$ cat src/rtl/uart_pkg.sv
// Shared UART definitions: data width and the 3-bit state encoding used by the
// receive and transmit controllers.
package uart_pkg;

  localparam int UART_DATA_W = 8;
  localparam int UART_ST_W   = 3;

  typedef enum logic [UART_ST_W-1:0] {
    IDLE   = 3'd0,
    START  = 3'd1,
    DATA   = 3'd2,
    PARITY = 3'd3,
    STOP   = 3'd4,
    BREAK  = 3'd5
  } uart_state_e;

endpackage

$ cat src/rtl/uart_sync2.sv
// Two-flop synchronizer with asynchronous active-low reset to RST_VAL.
module uart_sync2 #(
  parameter logic RST_VAL = 1'b1
) (
  input  logic clk,
  input  logic reset,
  input  logic d,
  output logic q
);

  logic meta_d, meta_q;
  logic sync_d, sync_q;

  always_comb begin
    meta_d = d;
    sync_d = meta_q;
  end

  always_ff @(posedge clk or negedge reset) begin
    if (!reset) begin
      meta_q <= RST_VAL;
      sync_q <= RST_VAL;
    end else begin
      meta_q <= meta_d;
      sync_q <= sync_d;
    end
  end

  assign q = sync_q;

endmodule

$ cat src/rtl/uart_rx_controller.sv
// UART receiver: start, 8 data bits LSB-first, optional even parity, one stop bit.
// Define UART_RX_PARITY_EN to compile in the parity bit and o_parity_err.
module uart_rx_controller
  import uart_pkg::*;
#(
  parameter int CLKS_PER_BIT = 16
) (
  input  logic                   clk,
  input  logic                   reset,
  input  logic                   i_rx_serial,
  output logic [UART_DATA_W-1:0] o_rx_data,
  output logic                   o_rx_valid,
  output logic                   o_rx_active,
  output logic                   o_frame_err,
  output logic                   o_parity_err
);

  localparam int CW   = $clog2(CLKS_PER_BIT + 1);
  localparam int HALF = (CLKS_PER_BIT - 1) / 2;
  localparam logic [CW-1:0] HALF_C = CW'(HALF);
  localparam logic [CW-1:0] LAST_C = CW'(CLKS_PER_BIT - 1);

  logic rx_s;

  uart_sync2 #(.RST_VAL(1'b1)) u_sync (
    .clk   (clk),
    .reset (reset),
    .d     (i_rx_serial),
    .q     (rx_s)
  );

  uart_state_e            state_d, state_q;
  logic [CW-1:0]          cnt_d, cnt_q;
  logic [2:0]             idx_d, idx_q;
  logic [UART_DATA_W-1:0] shreg_d, shreg_q;
  logic [UART_DATA_W-1:0] data_d, data_q;
  logic                   valid_d, valid_q;
  logic                   active_d, active_q;
  logic                   ferr_d, ferr_q;
`ifdef UART_RX_PARITY_EN
  logic                   par_d, par_q;
  logic                   perr_d, perr_q;
`endif

  always_comb begin
    state_d  = state_q;
    cnt_d    = cnt_q;
    idx_d    = idx_q;
    shreg_d  = shreg_q;
    data_d   = data_q;
    valid_d  = 1'b0;
    active_d = active_q;
    ferr_d   = 1'b0;
`ifdef UART_RX_PARITY_EN
    par_d    = par_q;
    perr_d   = 1'b0;
`endif
    case (state_q)
      IDLE: begin
        cnt_d    = '0;
        idx_d    = '0;
        active_d = 1'b0;
        if (!rx_s) begin
          active_d = 1'b1;
          // The detection cycle counts as the first cycle of the half-bit wait,
          // so with a zero half-bit the start bit is already confirmed here.
          if (HALF == 0) begin
            state_d = DATA;
          end else begin
            state_d = START;
            cnt_d   = CW'(1);
          end
        end
      end
      START: begin
        if (cnt_q == HALF_C) begin
          cnt_d = '0;
          if (!rx_s) begin
            state_d = DATA;
          end else begin
            state_d  = IDLE;
            active_d = 1'b0;
          end
        end else begin
          cnt_d = cnt_q + CW'(1);
        end
      end
      DATA: begin
        if (cnt_q == LAST_C) begin
          cnt_d          = '0;
          shreg_d[idx_q] = rx_s;
          if (&idx_q) begin
            idx_d = '0;
`ifdef UART_RX_PARITY_EN
            state_d = PARITY;
`else
            state_d = STOP;
`endif
          end else begin
            idx_d = idx_q + 3'd1;
          end
        end else begin
          cnt_d = cnt_q + CW'(1);
        end
      end
`ifdef UART_RX_PARITY_EN
      PARITY: begin
        if (cnt_q == LAST_C) begin
          cnt_d   = '0;
          par_d   = rx_s;
          state_d = STOP;
        end else begin
          cnt_d = cnt_q + CW'(1);
        end
      end
`endif
      STOP: begin
        // Deciding mid-stop-bit lets IDLE catch a start bit that follows at once.
        if (cnt_q == LAST_C) begin
          cnt_d = '0;
          if (rx_s) begin
            data_d   = shreg_q;
            valid_d  = 1'b1;
            active_d = 1'b0;
            state_d  = IDLE;
`ifdef UART_RX_PARITY_EN
            perr_d   = ^{shreg_q, par_q};
`endif
          end else begin
            ferr_d  = 1'b1;
            state_d = BREAK;
          end
        end else begin
          cnt_d = cnt_q + CW'(1);
        end
      end
      BREAK: begin
        if (rx_s) begin
          state_d  = IDLE;
          active_d = 1'b0;
        end
      end
      default: begin
        state_d  = IDLE;
        cnt_d    = '0;
        idx_d    = '0;
        active_d = 1'b0;
      end
    endcase
  end

  always_ff @(posedge clk or negedge reset) begin
    if (!reset) begin
      state_q  <= IDLE;
      cnt_q    <= '0;
      idx_q    <= '0;
      shreg_q  <= '0;
      data_q   <= '0;
      valid_q  <= 1'b0;
      active_q <= 1'b0;
      ferr_q   <= 1'b0;
    end else begin
      state_q  <= state_d;
      cnt_q    <= cnt_d;
      idx_q    <= idx_d;
      shreg_q  <= shreg_d;
      data_q   <= data_d;
      valid_q  <= valid_d;
      active_q <= active_d;
      ferr_q   <= ferr_d;
    end
  end

`ifdef UART_RX_PARITY_EN
  always_ff @(posedge clk or negedge reset) begin
    if (!reset) begin
      par_q  <= 1'b0;
      perr_q <= 1'b0;
    end else begin
      par_q  <= par_d;
      perr_q <= perr_d;
    end
  end

  assign o_parity_err = perr_q;
`else
  assign o_parity_err = 1'b0;
`endif

  assign o_rx_data   = data_q;
  assign o_rx_valid  = valid_q;
  assign o_rx_active = active_q;
  assign o_frame_err = ferr_q;

endmodule

$ cat config.mk
export PLATFORM = sky130hd
export DESIGN_NAME = uart_rx_controller
export DESIGN_NICKNAME = d
export VERILOG_FILES = /design/src/rtl/uart_pkg.sv /design/src/rtl/uart_sync2.sv /design/src/rtl/uart_rx_controller.sv
export SDC_FILE = /design/constraint.sdc
export NUM_CORES = 1
export LEC_CHECK = 0
export CAP_MARGIN = 20
export CELL_PAD_IN_SITES_DETAIL_PLACEMENT = 0
export CELL_PAD_IN_SITES_GLOBAL_PLACEMENT = 2
export CORE_AREA = 2 2 83 69
export DETAILED_ROUTE_END_ITERATION = 12
export DIE_AREA = 0 0 85 71
export GPL_ROUTABILITY_DRIVEN = 0
export PLACE_DENSITY = 0.7
export RECOVER_POWER = 25
export SKIP_CTS_REPAIR_TIMING = 1
export SYNTH_ARGS = -nofsm -noshare
export SYNTH_HDL_FRONTEND = slang
export SYNTH_SLANG_ARGS = --single-unit
$ cat constraint.sdc
create_clock -name clk -period 1.8 [get_ports clk]
set_clock_uncertainty 0.15 [all_clocks]
set_input_delay 0.36 -clock clk [delete_from_list [all_inputs] [get_ports clk]]
set_output_delay 0.36 -clock clk [all_outputs]
set_load 0.03 [all_outputs]
==> git commit body <==
Add synthesis and place-and-route results

* Chip area in the Yosys report: roughly 0.0017 mm²
* I/O pin count: 15
- Net switching component of the power: around 0.00074 W
- Die height: 71 µm
- First-pass DRT Iterations: 4
- Placeable core area: 0.00526 mm²
- Pwr per Cell Area: about 1100 mW/mm²
- Unrepaired setup endpoints after global routing: true
- After routing, the total negative slack on setup checks comes to -17.4 ps.
- The clock drives 32 sinks.
- Leakage power of the design: between 1 and 1.5 nW
* Critical path origin: cnt_q[0]
* Worst setup path endpoint: shreg_q[4]
* Share of total power in combinational logic: around 29%
* Power Internal: 0.00162 W
- Crit path DAT: roughly 1800 ps
- Top cells by area: sky130_fd_sc_hd__dfrtp_1, sky130_fd_sc_hd__mux2_2, sky130_fd_sc_hd__dfstp_2
* Final WL: 3610 µm
* Clock H-tree levels: 2
- Number of DRC markers in iteration 0: ~96
- Crit Reg-Reg Startpoint: cnt_q[0]
- Vias per std cell: around 5.1
* Final setup violation count: 2
- The synthesis log from Yosys contains 0 warnings.
- Buffer cell driving the clock tree root: sky130_fd_sc_hd__clkbuf_8
- From left edge to right edge, the die measures roughly 85 µm.
* Asr flop ratio synth: 100%
- Cells after synthesis: 152
- Number of logged tool warnings: 27
* Summed instance area of the synthesized netlist: approximately 0.0017 mm²
- Proportion of synthesized chip area in sequential cells: a little under half
* Area growth from synthesis to layout: 27.7%
- Number of cells in the design after placement: around 230
- Before placement the cells fill about a third of the core.
* Count of unresolved DRC violations after routing: 0
- Post-route period utilization is reported as 101%.
* CP Class: reg2reg
- Endpoints failing hold in the final report were tallied at 0.
- The report lists the number of standard-cell rows as 24.
- For reference, the final report shows the max-slew violation count at 0.
* Switching part of the total: a little under a third
- After layout, the worst setup slack is -10.1 ps.
* Total cells reported by yosys after synthesis: approximately 150
- Post-synth the commonest register cell is sky130_fd_sc_hd__dfrtp_1.
* Die area: slightly above 0.006 mm²
- Crit end category: flip-flop
* Vias in the first global route: 1216
- The highest supply drop recorded on VDD is between 0.0004 and 0.0005 V.
* RR Endpoint: shreg_q[4]
* Clock insertion delay at the later pin of the skew report: around 280 ps
- The routed layout has roughly 1200 vias.
- Metal2 WL: roughly 1600 µm
- Normalized max-slew margin: 46.7%
- Port buffering added 13 buffers.
- Averaged over all synthesized cells, the footprint is between 10 and 15 µm².
* Layout cells sized above 1: between 30% and 40%
- Diode count: 0
- For the finished layout, the period the worst path requires is about 1800 ps.
- Of all nets on the critical path, the largest fanout is 6.
- After filler insertion, the fill cell instance count of the layout stands at a little under 500.
- Worst setup slack for register-to-register paths: -10 ps
- In this run the biggest area consumer among cell types represents ~44% of the synthesized area.
* Global router's overall resource usage: 13.0%
- Wire length of the first global-routing pass: a little over 6000 µm
* Outcome: finished with violations
- Worst slew pin tran: ~800 ps
* Count of flip-flops with a built-in enable after synthesis: 0
* Uppermost signal routing layer after detailed routing: met4
* Failing checks: setup timing
- Entering global routing, the biggest net connects 33 pins.
- Sum of overflow across all layers after global routing: 0
- The initial antenna violation count is 0.
- CTS buffer count: 5
- Looking at the clock tree report, the maximum root-to-sink buffer count equals 2.
* Required time of the critical path: between 1500 and 2000 ps
- Registers are responsible for 42.6% of the overall power.
- Cell accounting for the most synthesized area: sky130_fd_sc_hd__dfrtp_1
- Nets in the synthesized netlist: roughly 160
- DRT antenna net count: 0
- Synth unique cells: between 40 and 50
- The number of maximum-capacitance violations recorded for the run is 0.
- The finished design was reported to have a net count of ~180.
- TritonCTS built the clock tree.
- Peak Freq: 0.552 GHz
- Sum of net half-perimeters after detailed placement: 2390 µm
- Hold Crit Class: reg2reg
- The clock network burns between 20% and 30% of the power.
- Cell depth of the worst min-delay path: 0
- Depth of the worst register-to-register path: 5
- Flop and latch count out of synthesis: 32
* Worst setup timing slack at the placement stage: -17.7 ps
- Clock transition at the register clock pins on the worst setup and hold paths after CTS: roughly 70 ps
- The routed wirelength on the met1 layer is recorded as 1770 µm.
- After detailed routing, the met3 layer carries roughly 180 µm of wire.
* Commonest non-fill, non-tap cells in the layout: sky130_fd_sc_hd__dfrtp_1, sky130_fd_sc_hd__buf_4, sky130_fd_sc_hd__mux2_2
- STA classifies the critical path startpoint as a flip-flop.
[kinds of logic (layout without fill, tap and decap cells)]
logic type	after synthesis	count (layout)	share of synthesized area, %
fa+ha+maj	4	4	2.94
simple gates	59	59	22.7
mux	19	19	13.1
other cells	1	1	0.221
flops	32	32	47.2
compound gates	23	23	9.49
buf+inv	14	38	4.27
[power by group through the flow]
stage | clock network, W | registers, W | logic, W
after CTS | 0.000697 | 0.000983 | 0.000629
after global routing | 0.000743 | 0.00103 | 0.000766
final | 0.000673 | 0.00101 | 0.000686
after floorplan | 0 | 0.000933 | 0.000504
after detailed placement | 0 | 0.000992 | 0.000625
after global placement | 0 | 0.000991 | 0.000626
[cell usage after synthesis (3+ instances only)]
cell,count
sky130_fd_sc_hd__mux2_2,13
sky130_fd_sc_hd__nor2b_1,5
sky130_fd_sc_hd__o21ai_0,6
sky130_fd_sc_hd__mux2_4,3
sky130_fd_sc_hd__nor2_1,11
sky130_fd_sc_hd__nand4b_1,3
sky130_fd_sc_hd__nand2_1,7
sky130_fd_sc_hd__nor3_1,3
sky130_fd_sc_hd__buf_2,7
sky130_fd_sc_hd__buf_4,3
sky130_fd_sc_hd__clkbuf_1,3
sky130_fd_sc_hd__nand3_1,5
sky130_fd_sc_hd__ha_1,4
sky130_fd_sc_hd__nand3b_1,3
sky130_fd_sc_hd__nor4_1,5
sky130_fd_sc_hd__dfrtp_1,30
[how the worst min path moves through the flow]
stage                              from  endpoint
after floorplan                   reset  cnt_q[0]
after global routing      u_sync.meta_q  u_sync.q
final                     u_sync.meta_q  u_sync.q
after detailed placement  u_sync.meta_q  u_sync.q
after global placement    u_sync.meta_q  u_sync.q
after CTS                 u_sync.meta_q  u_sync.q
[flip-flops by register name, summed over array words and instances, names as in the netlist]
register / count
o_rx_data: 8
shreg_q: 8
u_sync.q: 1
cnt_q: 5
o_rx_valid: 1
o_frame_err: 1
u_sync.meta_q: 1
state_q: 3
idx_q: 3
o_rx_active: 1
[worst max-delay path, cell delays in order (launching register included)]
cell and delay, ps:
sky130_fd_sc_hd__dfrtp_1 390, sky130_fd_sc_hd__ha_4 170, sky130_fd_sc_hd__and4b_2 290, sky130_fd_sc_hd__nand2_4 100, sky130_fd_sc_hd__nor4b_4 270, sky130_fd_sc_hd__mux2_4 320
[area by class of cell]
| cell class | instances | area (µm²) | area share, % |
|---|---|---|---|
| Tap cell | 65 | 81.3 | 3.75 |
| Timing Repair Buffer | 29 | 275 | 12.7 |
| Multi-Input combinational cell | 106 | 900 | 41.4 |
| Clock buffer | 6 | 72.6 | 3.34 |
| Clock inverter | 2 | 35.0 | 1.61 |
| Inverter | 1 | 3.75 | 0.173 |
| Sequential cell | 32 | 803 | 37.0 |
[metrics by stage]
stage	cell area, µm²	hold slack, ps	total power (W)
floorplan	1710	-85.6	0.00144
global placement	1970	199	0.00162
detailed placement	1970	204	0.00162
CTS	2080	215	0.00231
global route	2170	210	0.00254
finish	2170	212	0.00237
Figure 1. Clock network drawn from the DEF.
The bar under the picture is 20 µm long.
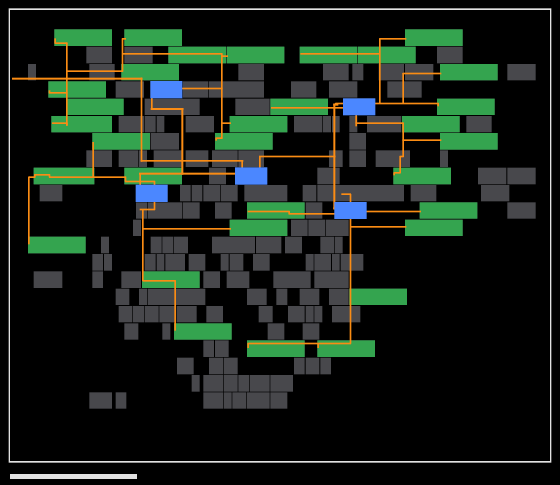
[flip-flops] green | count: 32
[cells driving clock nets] blue | count: 5
[clock wires] orange | length: 451 µm
routed clock nets: 6

Figure 2. Selected gate families.
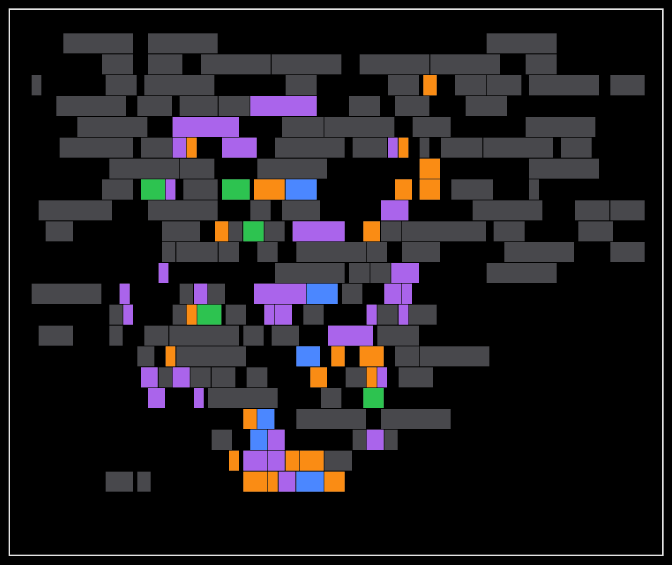
[AND and OR gates] blue | cells: 6
[AND-OR and OR-AND gates] green | cells: 5
[NOR gates] purple | cells: 31
[NAND gates] orange | cells: 22
most common library cell in the layout ignoring fill and taps: sky130_fd_sc_hd__dfrtp_1
post-route insts no fill: 241
Comb/total area: 41.4%

Figure 3. Sequential cells coloured by netlist name.
The bar under the picture is 20 µm long. Other sequential cells in the stronger grey, the rest of the logic in the fainter grey.
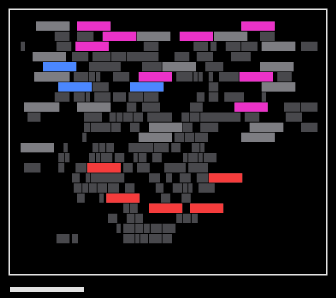
[cnt_q] red | sequential cells: 5
[shreg_q] magenta | sequential cells: 8
[idx_q] blue | sequential cells: 3
final cell utilization of the core: 41.3%
combined flip-flop and latch cell area: 803 µm²
total sequential power: 0.00101 W
Seq/total area: 37.0%

Figure 4. Routing congestion map.
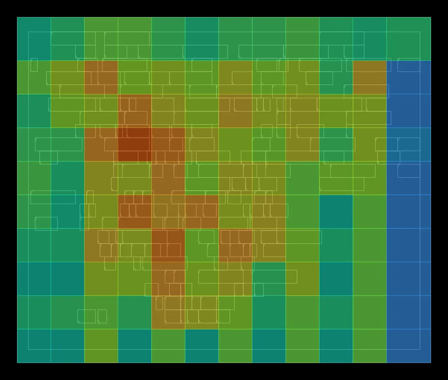
Global Route met2 Usage: 19.2%
global routing met3 resource utilization: 3.62%
Top Usage Layer GRT: met2
final routed wire length divided by cell count: 15.0 µm
met1 track utilization from global routing: 18.8%

Figure 5. Cell classes on the final placement.
The bar under the picture is 20 µm long.
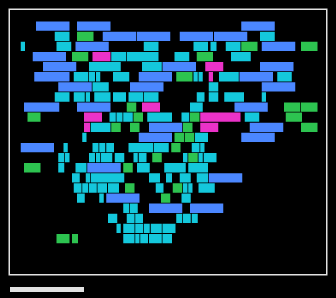
[clock drivers and dummy loads] magenta | cells: 8
[all other logic] cyan | cells: 107
[other buffers and delay cells] green | cells: 29
[flip-flops] blue | cells: 32

No activity file was given, so power comes from the tool's default toggle rates.
